### Wiring heat map

18 x 18 tiles, from dark blue (low) to red (high), scaled to the fullest tile. Values are wire area over tile area, all layers added.
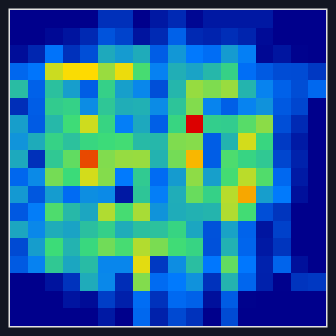
### M4 wires

Cells faint in the background.
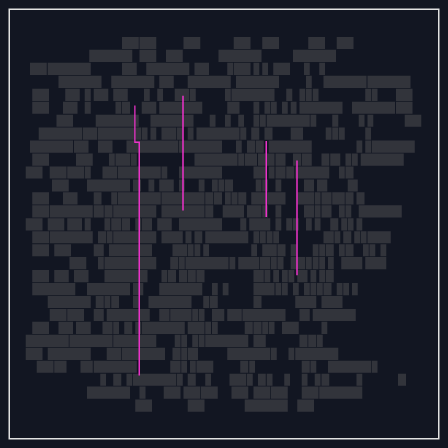
### Clock distribution

Bar = 20 µm.
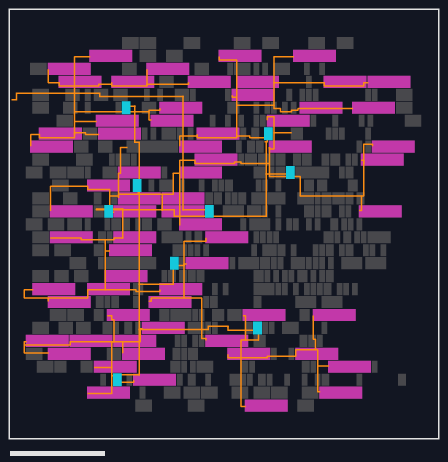
$ cat src/rtl/divider.sv
// Sequential 16/8 unsigned divider: restoring shift-subtract, one quotient
// bit per clock, MSB first. Result and status are registered and change only
// on the edge that enters DONE.
module divider #(
  parameter logic [15:0] DBZ_QUOT = 16'hFFFF
) (
  input  logic        clk,
  input  logic        rst,
  input  logic        start,
  input  logic [15:0] in1,
  input  logic [7:0]  in2,
  output logic        busy,
  output logic        done,
  output logic [15:0] quot,
  output logic [7:0]  rem,
  output logic        dbz
);

  typedef enum logic [1:0] {IDLE, RUN, DONE} state_t;

  state_t      state;
  // Dividend shifts out at the top while quotient bits shift in at the bottom,
  // so after 16 iterations this register holds the quotient.
  logic [15:0] dvd;
  logic [7:0]  dsr;
  logic [8:0]  partial;
  logic [4:0]  cnt;

  logic [8:0]  p;
  logic [8:0]  p_next;
  logic        q_bit;
  // The partial remainder is always below the divisor, so its top bit stays 0.
  logic        partial_top_unused;

  assign partial_top_unused = partial[8];

  // One restoring iteration: shift in the next dividend bit, subtract if it fits.
  always_comb begin
    p      = {partial[7:0], dvd[15]};
    q_bit  = (p >= {1'b0, dsr});
    p_next = q_bit ? (p - {1'b0, dsr}) : p;
  end

  // Control FSM with datapath and registered outputs.
  always_ff @(posedge clk or negedge rst) begin
    if (!rst) begin
      state   <= IDLE;
      dvd     <= '0;
      dsr     <= '0;
      partial <= '0;
      cnt     <= '0;
      busy    <= 1'b0;
      done    <= 1'b0;
      quot    <= '0;
      rem     <= '0;
      dbz     <= 1'b0;
    end else begin
      case (state)
        IDLE: begin
          done <= 1'b0;
          if (start) begin
            dvd     <= in1;
            dsr     <= in2;
            partial <= '0;
            cnt     <= '0;
            busy    <= 1'b1;
            state   <= RUN;
          end
        end
        RUN: begin
          partial <= p_next;
          dvd     <= {dvd[14:0], q_bit};
          cnt     <= cnt + 5'd1;
          if (cnt == 5'd15) begin
            state <= DONE;
            busy  <= 1'b0;
            done  <= 1'b1;
            if (dsr == 8'd0) begin
              quot <= DBZ_QUOT;
              rem  <= 8'h00;
              dbz  <= 1'b1;
            end else begin
              quot <= {dvd[14:0], q_bit};
              rem  <= p_next[7:0];
              dbz  <= 1'b0;
            end
          end
        end
        DONE: begin
          done  <= 1'b0;
          state <= IDLE;
        end
        default: begin
          state <= IDLE;
          busy  <= 1'b0;
          done  <= 1'b0;
        end
      endcase
    end
  end

endmodule

$ cat config.mk
export PLATFORM = sky130hd
export DESIGN_NAME = divider
export DESIGN_NICKNAME = d
export VERILOG_FILES = /design/src/rtl/divider.sv
export SDC_FILE = /design/constraint.sdc
export NUM_CORES = 1
export LEC_CHECK = 0
export ABC_AREA = 1
export CAP_MARGIN = 0
export CORE_MARGIN = 3
export CORE_UTILIZATION = 45
export CTS_BUF_LIST = sky130_fd_sc_hd__clkbuf_2
export CTS_CLUSTER_SIZE = 14
export DETAILED_ROUTE_END_ITERATION = 7
export PLACE_DENSITY = 0.7
export SKIP_CTS_REPAIR_TIMING = 1
export SYNTH_ARGS = -nofsm -noshare
export SYNTH_HDL_FRONTEND = slang
export SYNTH_SLANG_ARGS = --single-unit
$ cat constraint.sdc
create_clock -name clk -period 4.2 [get_ports clk]
set_clock_uncertainty 0.15 [all_clocks]
set_input_delay 1.05 -clock clk [delete_from_list [all_inputs] [get_ports clk]]
set_output_delay 1.05 -clock clk [all_outputs]
set_load 0.03 [all_outputs]
==> run_results.csv <==
group,metric,value,unit
worst_hold_path,hp-class,"reg -> reg",
worst_setup_path,worstPathMaxFanout,2,
synth,netlist_area,0.00317,mm²
worst_setup_path,timing.critical_path.buf_inv,1,
worst_hold_path,holdPathStages,2,
power_and_ir_drop,report.power.total,3.51,mW
synth,synth-warning-count,0,
placed_design,dp_worst_setup_slack,1.35,ns
final_layout,multi_input_comb_cells,233,
die,die_area,0.00808,mm²
worst_setup_path,critPathRequiredTime,3.00,ns
worst_setup_path,cp_num_cells,1,
worst_hold_path,min_to,"rem[2]$_DFFE_PN0P_",
worst_setup_path,crit-reg2reg-launch,"cnt[0]$_DFFE_PN0P_",
worst_setup_path,regToRegEndpoint,"rem[7]$_DFFE_PN0P_",
placed_design,dp.cells,493,
synth,yosys.cell_count.top_type,"nand2_1",
job,stage_log_warnings,26,
final_timing,finalCriticalPeriod,2.80,ns
worst_setup_path,worst-setup-path-type,"reg -> out",
final_layout,final_util,59.4,%
job,max_cap_violations,0,
power_and_ir_drop,p_seq_share,31.3,%
final_timing,worst_slack_setup_final,1.40,ns
run_status,outcome,"completed",
clock_tree,cts.path.max_buffers,2,
placed_design,place_hpwl,5010,µm
Back to the opening pictures, 'Wiring heat map':
emptiest ninth of the die: bottom right
fullest tile: 0.51
nearly empty tiles: 17%
total routed wirelength: 7110 µm
average routed wire per standard cell: 14.0 µm

Back to the opening pictures, 'M4 wires':
wire length on this layer: 121 µm
main direction: vertical
total via count after detailed routing: 2623

Back to the opening pictures, 'Clock distribution':
[flip-flops] magenta | count: 66
[clock wires] orange | length: 845 µm
[clock drivers] cyan | count: 9
flops lie: all over the die
routed clock nets: 10
power in the clock group: 0.438 mW
clock power share: 12.5%

Power is estimated from default activity; no workload was simulated.
